**src/rtl/shift_ctrl_pkg.sv**
```systemverilog
// Shared constants and state encoding for the shift-register sequencer.
package shift_ctrl_pkg;

    localparam int DEF_WIDTH = 16;
    localparam int DEF_CNTW  = 5;
    localparam int DEF_DIVW  = 8;

    typedef enum logic [1:0] {
        S_IDLE  = 2'd0,
        S_LOAD  = 2'd1,
        S_SHIFT = 2'd2,
        S_DONE  = 2'd3
    } state_t;

endpackage

```
**src/rtl/shift_tick_gen.sv**
```systemverilog
// Shift-rate prescaler counting 0..div. tick_o looks one cycle ahead so the
// controller can register the shift-enable strobe for the cycle the count hits div.
module shift_tick_gen
    import shift_ctrl_pkg::*;
#(
    parameter int DIVW = DEF_DIVW
) (
    input  logic            clk_i,
    input  logic            rst_ni,
    input  logic            clear_i,
    input  logic            enable_i,
    input  logic [DIVW-1:0] div_i,
    output logic            tick_o
);

    logic [DIVW-1:0] cnt_q;
    logic [DIVW-1:0] cnt_d;

    always_comb begin
        cnt_d = cnt_q;
        if (clear_i) begin
            cnt_d = '0;
        end else if (enable_i) begin
            cnt_d = (cnt_q == div_i) ? '0 : cnt_q + 1'b1;
        end
    end

    assign tick_o = (cnt_d == div_i);

    always_ff @(posedge clk_i) begin
        if (!rst_ni) begin
            cnt_q <= '0;
        end else begin
            cnt_q <= cnt_d;
        end
    end

endmodule

```
**src/rtl/shift_seq_ctrl.sv**
```systemverilog
// Load/shift sequencer for the 16-bit parallel-load shift register.
// state   | meaning
// S_IDLE  | waiting for start; outputs quiet, shift_cnt/sr_in hold last job
// S_LOAD  | single cycle with sr_ld high
// S_SHIFT | issuing n_eff shift pulses, one every div+1 cycles
// S_DONE  | single-cycle done pulse, then back to S_IDLE
module shift_seq_ctrl
    import shift_ctrl_pkg::*;
#(
    parameter int WIDTH = DEF_WIDTH,
    parameter int CNTW  = DEF_CNTW,
    parameter int DIVW  = DEF_DIVW
) (
    input  logic             clk,
    input  logic             rst,
    input  logic             start,
    input  logic [WIDTH-1:0] word_in,
    input  logic [CNTW-1:0]  n_shift,
    input  logic [DIVW-1:0]  div,
    input  logic             abort,
    output logic             sr_ld,
    output logic             sr_shift_en,
    output logic [WIDTH-1:0] sr_in,
    output logic             busy,
    output logic             done,
    output logic [CNTW-1:0]  shift_cnt
);

    localparam logic [CNTW-1:0] N_MAX = CNTW'(WIDTH);

    state_t           state_q;
    logic             sr_ld_q;
    logic             sr_shift_en_q;
    logic [WIDTH-1:0] sr_in_q;
    logic             busy_q;
    logic             done_q;
    logic [CNTW-1:0]  shift_cnt_q;
    logic [CNTW-1:0]  n_eff_q;
    logic [CNTW-1:0]  n_eff_d;
    logic [DIVW-1:0]  div_q;
    logic             in_shift;
    logic             tick;
    logic             last_pulse;

    assign n_eff_d    = (n_shift == '0 || n_shift > N_MAX) ? N_MAX : n_shift;
    assign in_shift   = (state_q == S_SHIFT);
    assign last_pulse = sr_shift_en_q && (shift_cnt_q == n_eff_q);

    shift_tick_gen #(.DIVW(DIVW)) u_tick (
        .clk_i    (clk),
        .rst_ni   (rst),
        .clear_i  (!in_shift),
        .enable_i (in_shift),
        .div_i    (div_q),
        .tick_o   (tick)
    );

    always_ff @(posedge clk) begin
        if (!rst) begin
            state_q       <= S_IDLE;
            sr_ld_q       <= 1'b0;
            sr_shift_en_q <= 1'b0;
            sr_in_q       <= '0;
            busy_q        <= 1'b0;
            done_q        <= 1'b0;
            shift_cnt_q   <= '0;
            n_eff_q       <= '0;
            div_q         <= '0;
        end else begin
            sr_ld_q       <= 1'b0;
            sr_shift_en_q <= 1'b0;
            done_q        <= 1'b0;
            case (state_q)
                S_IDLE: begin
                    if (start) begin
                        sr_in_q     <= word_in;
                        n_eff_q     <= n_eff_d;
                        div_q       <= div;
                        shift_cnt_q <= '0;
                        sr_ld_q     <= 1'b1;
                        busy_q      <= 1'b1;
                        state_q     <= S_LOAD;
                    end
                end
                S_LOAD: begin
                    if (abort) begin
                        busy_q  <= 1'b0;
                        state_q <= S_IDLE;
                    end else begin
                        state_q <= S_SHIFT;
                        if (tick) begin
                            sr_shift_en_q <= 1'b1;
                            shift_cnt_q   <= shift_cnt_q + 1'b1;
                        end
                    end
                end
                S_SHIFT: begin
                    // abort wins over a pending pulse and over completion
                    if (abort) begin
                        busy_q  <= 1'b0;
                        state_q <= S_IDLE;
                    end else if (last_pulse) begin
                        busy_q  <= 1'b0;
                        done_q  <= 1'b1;
                        state_q <= S_DONE;
                    end else if (tick && shift_cnt_q < n_eff_q) begin
                        sr_shift_en_q <= 1'b1;
                        shift_cnt_q   <= shift_cnt_q + 1'b1;
                    end
                end
                default: begin
                    state_q <= S_IDLE;
                end
            endcase
        end
    end

    assign sr_ld       = sr_ld_q;
    assign sr_shift_en = sr_shift_en_q;
    assign sr_in       = sr_in_q;
    assign busy        = busy_q;
    assign done        = done_q;
    assign shift_cnt   = shift_cnt_q;

endmodule
```
**config.mk**
```make
export PLATFORM = sky130hd
export DESIGN_NAME = shift_seq_ctrl
export DESIGN_NICKNAME = d
export VERILOG_FILES = /design/src/rtl/shift_ctrl_pkg.sv /design/src/rtl/shift_tick_gen.sv /design/src/rtl/shift_seq_ctrl.sv
export SDC_FILE = /design/constraint.sdc
export NUM_CORES = 1
export LEC_CHECK = 0
export ABC_AREA = 1
export CAP_MARGIN = 20
export CORE_ASPECT_RATIO = 1.5
export CORE_MARGIN = 3
export CORE_UTILIZATION = 42
export CTS_BUF_LIST = sky130_fd_sc_hd__clkbuf_16
export DETAILED_ROUTE_END_ITERATION = 8
export GPL_ROUTABILITY_DRIVEN = 0
export PLACE_DENSITY_LB_ADDON = 0.2
export RECOVER_POWER = 100
export SLEW_MARGIN = 20
export SYNTH_ARGS = -nofsm -noshare
export SYNTH_HDL_FRONTEND = slang
export SYNTH_SLANG_ARGS = --single-unit
export TNS_END_PERCENT = 100
```
**constraint.sdc**
```tcl
create_clock -name clk -period 4.5 [get_ports clk]
set_input_delay 1.125 -clock clk [delete_from_list [all_inputs] [get_ports clk]]
set_output_delay 1.125 -clock clk [all_outputs]
set_load 0.01 [all_outputs]
```
Fig. 1: run 1, wiring heat map
14 x 20 tiles, from dark blue (low) to red (high), scaled to the fullest tile. Values are wire area over tile area, all layers added.
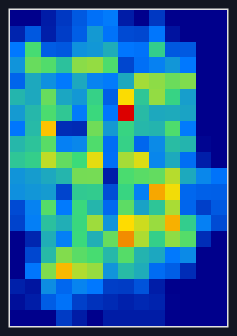
tiles over half the peak: 19%
mean over tiles: 0.14
emptiest ninth of the die: lower right
fullest tile: 0.47
Vias: 2381
WL per Instance: 12.3 microns
Post-Route WL: 5.94 mm

Fig. 2: run 1, cell classes on the final placement
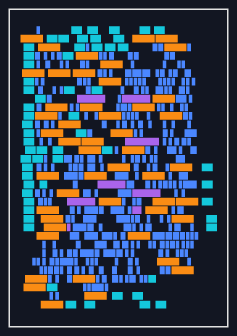
| color | class | cells | share of their area |
|---|---|---|---|
| cyan | other buffers and delay cells | 59 | 18% |
| blue | combinational and other logic | 297 | 46% |
| purple | clock drivers and dummy loads | 8 | 5.3% |
| orange | flops | 48 | 30% |
Finished Cell Area: 3260 sq um
core outline area: 5620 sq um
Rows: 33
flop share of the area: 0.295

==> flow_summary.ini, run 1 <==
; implementation run metrics
[global_routing]
overflow = 0
grt_max_degree = 36

[critical_path]
critPathSlowestCell = ha_1
cp-start-kind = flip-flop
worstPathBufferInverterCount = 2
crit_required_ns = 4.69
reg2reg_setup_slack_ns = 1.59
criticalPathCategory = reg -> reg
crit_path_cell_trace = inv_1 -> ha_1 -> inv_1 -> nor3b_1 -> nand3_1 -> nand2_1 -> nand3_1 -> nor2_1 -> nand2_2 -> a21oi_1 -> nand3_1 -> nand2_1 -> nor2_1
cp_top_family = simple AND/OR/NAND/NOR gates

[drt]
firstDrtPassIters = 4
route.detailed.drc = 0
first_iter_violations = 91
detail-route-antenna-nets = 0
via_per_inst = 4.94

[timing]
rsz0062_at_grt = no
fmax_ghz = 0.343
finalWorstSetupSlack_ns = 1.59
hold_ws_ns = 0.445
setup_viol = 0
final_hold_viol_count = 0

[clocking]
cts_buffer_depth = 2
post_cts_resize_count = 0
ctsHoldBuffers = 0
cts_root_buffer = clkbuf_16
clk_pin_slew_worst_paths_ns = 0.07
cts_tree = built

[synthesis]
yosys_warnings = 0
async_reset_ff_frac = 0
syn_area_sq_um = 2490
yosys_cells = 356
yosys-stat-area_sq_um = 2490
flop_cell = dfxtp_1
ys_seq_elements = 48
synth.distinct_cells = 29
syn_nets = 401
synth_cells = 356

[job]
maxCapViolations = 0

[floorplanning]
chipArea_sq_um = 6900
die_w_microns = 68.8

[final_layout]
drive_above_1_share = 0.0655
fin_cells = 482

[min_path]
hold_class = reg -> reg

[placed_design]
dpl.cell_count = 474
post-dp-hpwl_mm = 4.37
buffer_ports.inserted = 57
dp_slack_ns = 1.71

[power_and_ir_drop]
p_per_area_nw_per_um2 = 554
peakVddDrop_mv = 0.373

[outcome]
run_status = complete, no violations
Fig. 3: run 1, register map, names as in the netlist
Other sequential cells in the stronger gray, the rest of the logic in the fainter gray.
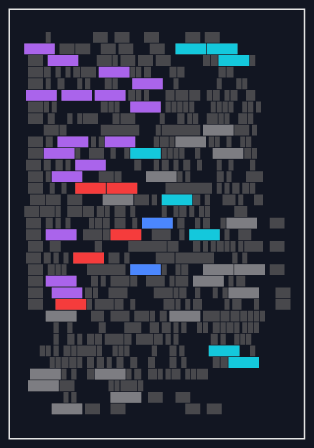
| color | signal | flops |
|---|---|---|
| red | n_eff_q | 5 |
| purple | sr_in | 16 |
| blue | state_q | 2 |
| cyan | div_q | 8 |
Register Area: 961 sq um
Seq group: 0.597 mW
Core Util, Final: 0.580

==> run 1: routing by layer <==
layer	routed length, microns	vias up	global-route usage
li1	-	1253	-
met1	2390	1069	0.208
met2	3180	54	0.327
met3	293	5	0.0459
met4	71	0	0.0526
met5	0	-	0
==> run 1: synthesized netlist by cell type (3+ instances only) <==
library cell	instances	area [sq um]
nor2_4	3	33.8
a21oi_1	17	85.1
xnor2_1	4	35.0
dfxtp_1	48	961
ha_1	12	150
clkbuf_1	8	30.0
nand4_1	7	43.8
o31ai_1	3	22.5
inv_2	3	11.3
nand2_1	68	255
nand3_2	3	30.0
nand3_1	24	120
nor2_1	65	244
o21ai_0	30	150
nand2_2	6	37.5
inv_1	39	146
==> run 1: final cells by class <==
cell class | count | area, sq um
clock inverters | 3 | 42.5
well taps | 70 | 87.6
flip-flops and latches | 48 | 961
fillers | 603 | 2360
repair buffers | 59 | 586
multi-input cells | 255 | 1300
inverters | 42 | 158
clock buffers | 5 | 125
==> run 1: worst paths after layout <==
path | from | endpoint | cells past startpoint
max | state_q[0] | shift_cnt[1] | 13
min | busy | busy | 2
min reg2reg | busy | busy | 2
max reg2reg | state_q[0] | shift_cnt[1] | 13
==> run 1: kinds of logic (layout without fill, tap and decap cells) <==
| family | count (synthesis) | in the layout | share of synthesized area |
|---|---|---|---|
| and+or+nand+nor | 184 | 184 | 0.333 |
| AOI/OAI and AO/OA | 54 | 54 | 0.118 |
| buffers and inverters | 53 | 109 | 0.0845 |
| DFF | 48 | 48 | 0.387 |
| xor gates and xnor gates | 5 | 5 | 0.0176 |
| adders and majority gates | 12 | 12 | 0.0604 |
==> run 1: power by group <==
part	total, mW	switching, mW	internal, mW
logic	0.787	0.464	0.323
registers	0.597	0.0742	0.523
clock network	0.421	0.159	0.261
total	1.80	0.698	1.11
==> run 1: sequential cells by signal, indices dropped and copies added, names as in the netlist <==
| register | cells |
|---|---|
| busy | 1 |
| div_q | 8 |
| done | 1 |
| n_eff_q | 5 |
| shift_cnt | 5 |
| sr_in | 16 |
| sr_ld | 1 |
| sr_shift_en | 1 |
| state_q | 2 |
| u_tick.cnt_q | 8 |
==> run 1: through the flow <==
stage               area (sq um)   util  total power [mW]
finish                      3260  0.580              1.80
detailed placement          3110  0.553              1.43
CTS                         3270  0.583              1.86
global placement            3110  0.553              1.42
global route                3260  0.580              1.94
floorplan                   2490      -              1.16
==> run 1: worst min-delay path, stage by stage (launching register included) <==
cell     delay (ns)
dfxtp_1        0.31
inv_1          0.05
a21oi_1        0.05
Fig. 4: run 1, clock routing
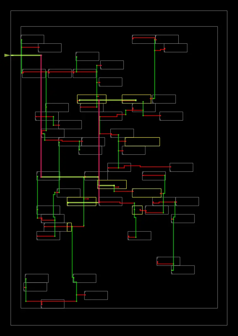

==> inputs of run 2 (changes only) <==
Clock period 4.5 ns to 2.8 ns, I/O delays scaled along.
Fig. 5: run 2, clock routing
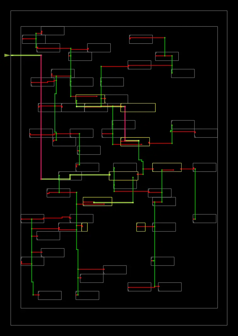
flip-flops: 48
CLK BUF: 5
clk_skew: 0.00526 ns
Sink Count: 48

==> run 2 against run 1 <==
Sequential power rose by 61%. Sequential share of layout area decreased by 0.12 points. Utilization increased by 0.25 points. Die size is the same. First-iteration DRC count fell by 3.3%. Clock-buffer cell count did not move. Synthesized area stayed put. Design area rose by 0.42%. Critical endpoint is now shift_cnt[0]. Highest routed layer unchanged.
==> flow_summary.ini, run 2 <==
; implementation run metrics
[timing]
fmax_ghz = 0.417
rsz0062_at_grt = no
final_hold_viol_count = 0

[synthesis]
synth_area_leader_cell = dfxtp_1
top_cell_area_share = 0.387
yosys-stat-area_sq_um = 2490
yosys_cells = 356
flop_cell = dfxtp_1
ys_top_cells_by_area = dfxtp_1 (39%), nand2_1 (10%), nor2_1 (9.8%), ha_1 (6.0%), o21ai_0 (6.0%)
ys_seq_elements = 48
syn_nets = 401
synth_cells = 356
yosys_warnings = 0
syn_area_sq_um = 2490
ys_top_cells_by_count = nand2_1 (68), nor2_1 (65), dfxtp_1 (48)
synth.distinct_cells = 29
most_common_cell = nand2_1

[power_and_ir_drop]
seqPwrFrac = 0.330
p_sw_mw = 1.13
peakVddDrop_mv = 0.519
swShare = 0.389
p_total_mw = 2.92
clkPwrFrac = 0.233

[drt]
wl_mm = 6.00
route.detailed.drc = 0

[critical_path]
reg2reg_setup_slack_ns = 0.40
cp-start-kind = flip-flop

[final_layout]
largest_register_ffs = 16

[job]
maxCapViolations = 0

[placed_design]
dpl.cell_count = 477
buffer_ports.inserted = 57
post-dp-hpwl_mm = 4.59

[floorplanning]
core.rowCount = 33
die_w_microns = 68.8
chipArea_sq_um = 6900
core_area_sq_um = 5620

[outcome]
run_status = complete, no violations

[clocking]
cts_tree = built
ctsHoldBuffers = 0
clk_pin_slew_worst_paths_ns = 0.07
-- run 2: power groups by stage --
stage               clock [mW]  sequential, mW  combinational [mW]
floorplan                    0            1.00               0.858
global placement             0           0.980                1.31
detailed placement           0           0.983                1.35
CTS                      0.694           0.969                1.36
global route             0.724           0.987                1.44
finish                   0.680           0.963                1.28
-- run 2: path summary, 6_finish.rpt --
kind                                endpoint             from  depth (start not counted)
worst max-delay path            shift_cnt[0]  u_tick.cnt_q[0]                         15
worst max register to register  shift_cnt[0]  u_tick.cnt_q[0]                         15
worst min register to register          busy             busy                          2
worst min-delay path                    busy             busy                          2
-- run 2: layout make-up --
class	count	area, sq um
Clock buffer	5	125
Clock inverter	3	42.5
Fill cell	579	2340
Inverter	42	158
Multi-Input combinational cell	255	1300
Sequential cell	48	961
Tap cell	70	87.6
Timing Repair Buffer	62	601
-- run 2: cells by family after synthesis --
| group | count (synthesis) | synth area share |
|---|---|---|
| simple gates | 184 | 0.333 |
| compound gates | 54 | 0.118 |
| buf+inv | 53 | 0.0845 |
| flops | 48 | 0.387 |
| fa+ha+maj | 12 | 0.0604 |
| xor+xnor | 5 | 0.0176 |
-- run 2: routing by layer --
| metal | routed length (microns) | global-route usage |
|---|---|---|
| met3 | 322 | 0.0515 |
| met5 | 0 | 0 |
| met4 | 90 | 0.0586 |
| met1 | 2370 | 0.219 |
| met2 | 3210 | 0.333 |
-- run 2: metrics by stage --
stage / utilization / worst slack (ns) / instance area [sq um] / hold slack, ns
6_report: 0.583 / 0.402 / 3270 / 0.448
5_1_grt: 0.583 / 0.109 / 3270 / 0.477
4_1_cts: 0.587 / 0.472 / 3300 / 0.461
3_5_place_dp: 0.557 / 0.476 / 3130 / 0.451
3_3_place_gp: 0.557 / 0.511 / 3130 / 0.446
2_1_floorplan: - / 0.898 / 2490 / 0.451
-- run 2: critical path: stages (launching register included) --
cell     delay (ns)
dfxtp_1        0.45
nand2_1        0.09
nand2_1        0.07
nand2_1        0.07
nor2_2         0.11
nand2_1        0.32
nand2_1        0.19
nand2_1        0.07
nand2_1        0.06
nand3_1        0.12
nor2_4         0.18
nand2_1        0.10
a21oi_2        0.25
nand3_1        0.11
nand2_1        0.08
nor2_1         0.04
Fig. 6: run 2, wiring heat map
14 x 20 tiles, from dark blue (low) to red (high), scaled to the fullest tile. Values are wire area over tile area, all layers added.
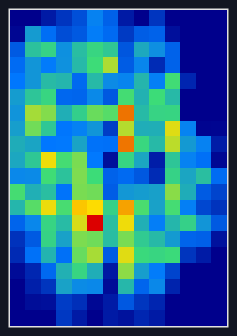

==> inputs of run 3 (changes only) <==
Settings changed: ABC_AREA 1 to not set.
Fig. 7: run 3, wiring heat map
14 x 20 tiles, from dark blue (low) to red (high), scaled to the fullest tile. Values are wire area over tile area, all layers added.
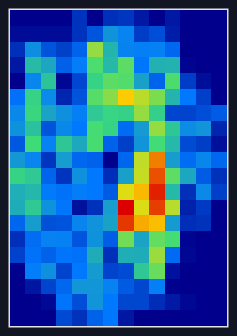
emptiest ninth of the die: lower right
densest ninth of the die: center
nearly empty tiles: 20%
mean over tiles: 0.14
tiles over half the peak: 13%
fullest tile: 0.55
Total GRT Usage: 0.185
Post-Route WL: 5.87 mm

==> run 3 against run 2 <==
First-iteration DRC count up 43%. Largest power group is now the clock network. Hold slack better by 0.010 ns. Cell count down 12%. Total power down 32%. Sequential cell count unchanged. Design area up 3.0%. Sequential share of layout area down 0.75 points. Combinational power down 71%. Critical path depth down 6. Worst setup slack worse by 0.19 ns.
==> flow_summary.ini, run 3 <==
; implementation run metrics
[clocking]
ctsHoldBuffers = 0
cts_tree = built
clock_sinks = 48
cts_root_buffer = clkbuf_16

[critical_path]
crit_required_ns = 2.98
criticalPathCategory = reg -> reg
reg2reg_setup_slack_ns = 0.21
cp-start-kind = flip-flop

[floorplanning]
core_area_sq_um = 5620
die_w_microns = 68.8

[timing]
setup_viol = 0
finalWorstSetupSlack_ns = 0.213
final_hold_viol_count = 0

[placed_design]
placed_area_sq_um = 3140
buffer_ports.inserted = 57
dpl.cell_count = 417

[drt]
wl_per_cell_microns = 13.8
first_iter_violations = 126

[final_layout]
logic_area_sq_um = 1430

[synthesis]
synth.distinct_cells = 48
synth_area_leader_cell = dfxtp_1
yosys_cells = 295
ys_top_cells_by_area = dfxtp_1 (39%), nand2_1 (11%), a21boi_0 (9.1%), ha_1 (6.0%), xnor2_1 (3.9%)

[power_and_ir_drop]
peakVddDrop_mv = 0.447
p_per_area_nw_per_um2 = 590

[outcome]
run_status = complete, no violations

[job]
maxCapViolations = 0

[global_routing]
grt_max_degree = 31
overflow = 0
run 3: netlist changes by cell type after synthesis, sizes merged, moves of 5 or more:
cell,previous run,this run
a21boi,0,30
a21oi,18,7
and3,0,5
inv,42,15
nand2,76,71
nand3,27,9
nor2,70,10
o21ai,30,6
xnor2,4,11
run 3: routing by layer:
metal,global-route usage,routed length [microns],share of wire,up-vias
li1,-,-,-,1134
met1,0.210,2380,0.40,1060
met2,0.322,2980,0.51,71
met3,0.0470,365,0.062,15
met4,0.0721,146,0.025,0
met5,0,0,0,-
run 3: final cells by class:
cell class | count | share of cell area
clock buffer | 5 | 0.0371
clock inverter | 3 | 0.0267
inverter | 15 | 0.0167
multi-input combinational | 219 | 0.423
sequential | 48 | 0.286
tap | 70 | 0.0260
timing repair buffer | 65 | 0.184
run 3: per-stage QoR:
stage	hold WS [ns]	utilization	total power, mW
after floorplan	0.441	-	0.990
after global placement	0.449	0.560	1.15
after detailed placement	0.455	0.560	1.15
after CTS	0.464	0.599	2.01
after global routing	0.492	0.600	2.09
final	0.459	0.600	1.99
run 3: final timing paths:
path | start | cells past startpoint | to
setup reg to reg | u_tick.cnt_q[1] | 9 | shift_cnt[3]
hold / removal | sr_in[6] | 2 | sr_in[6]
hold reg to reg | sr_in[6] | 2 | sr_in[6]
setup / recovery | u_tick.cnt_q[1] | 9 | shift_cnt[3]
run 3: critical path, stage by stage, from the launching register on:
cell	delay [ns]
dfxtp_2	0.40
ha_2	0.24
nand3_1	0.11
xnor2_1	0.38
and4_1	0.26
o21bai_1	0.08
a22oi_2	0.26
a41oi_2	0.20
nand2b_4	0.22
o41ai_1	0.32
run 3: repair_timing:
item                       in CTS  in global routing
setup endpoints to repair       1                  5
gates resized                   1                  7
cloned                          0                  0
buffers inserted                0                  0
run 3: power breakdown:
part	internal (mW)	switching, mW
sequential	0.729	0.0350
clock	0.602	0.257
combinational	0.175	0.191
total	1.51	0.483
run 3: kinds of logic (layout without fill, tap and decap cells):
family	count (synthesis)	after routing	share of synthesized area
simple gates	125	125	0.245
compound gates	65	65	0.199
xor+xnor	14	14	0.0493
fa+ha+maj	12	12	0.0604
buf+inv	28	88	0.0468
mux	3	3	0.0126
flops	48	48	0.387
Power is estimated from default activity; no workload was simulated.
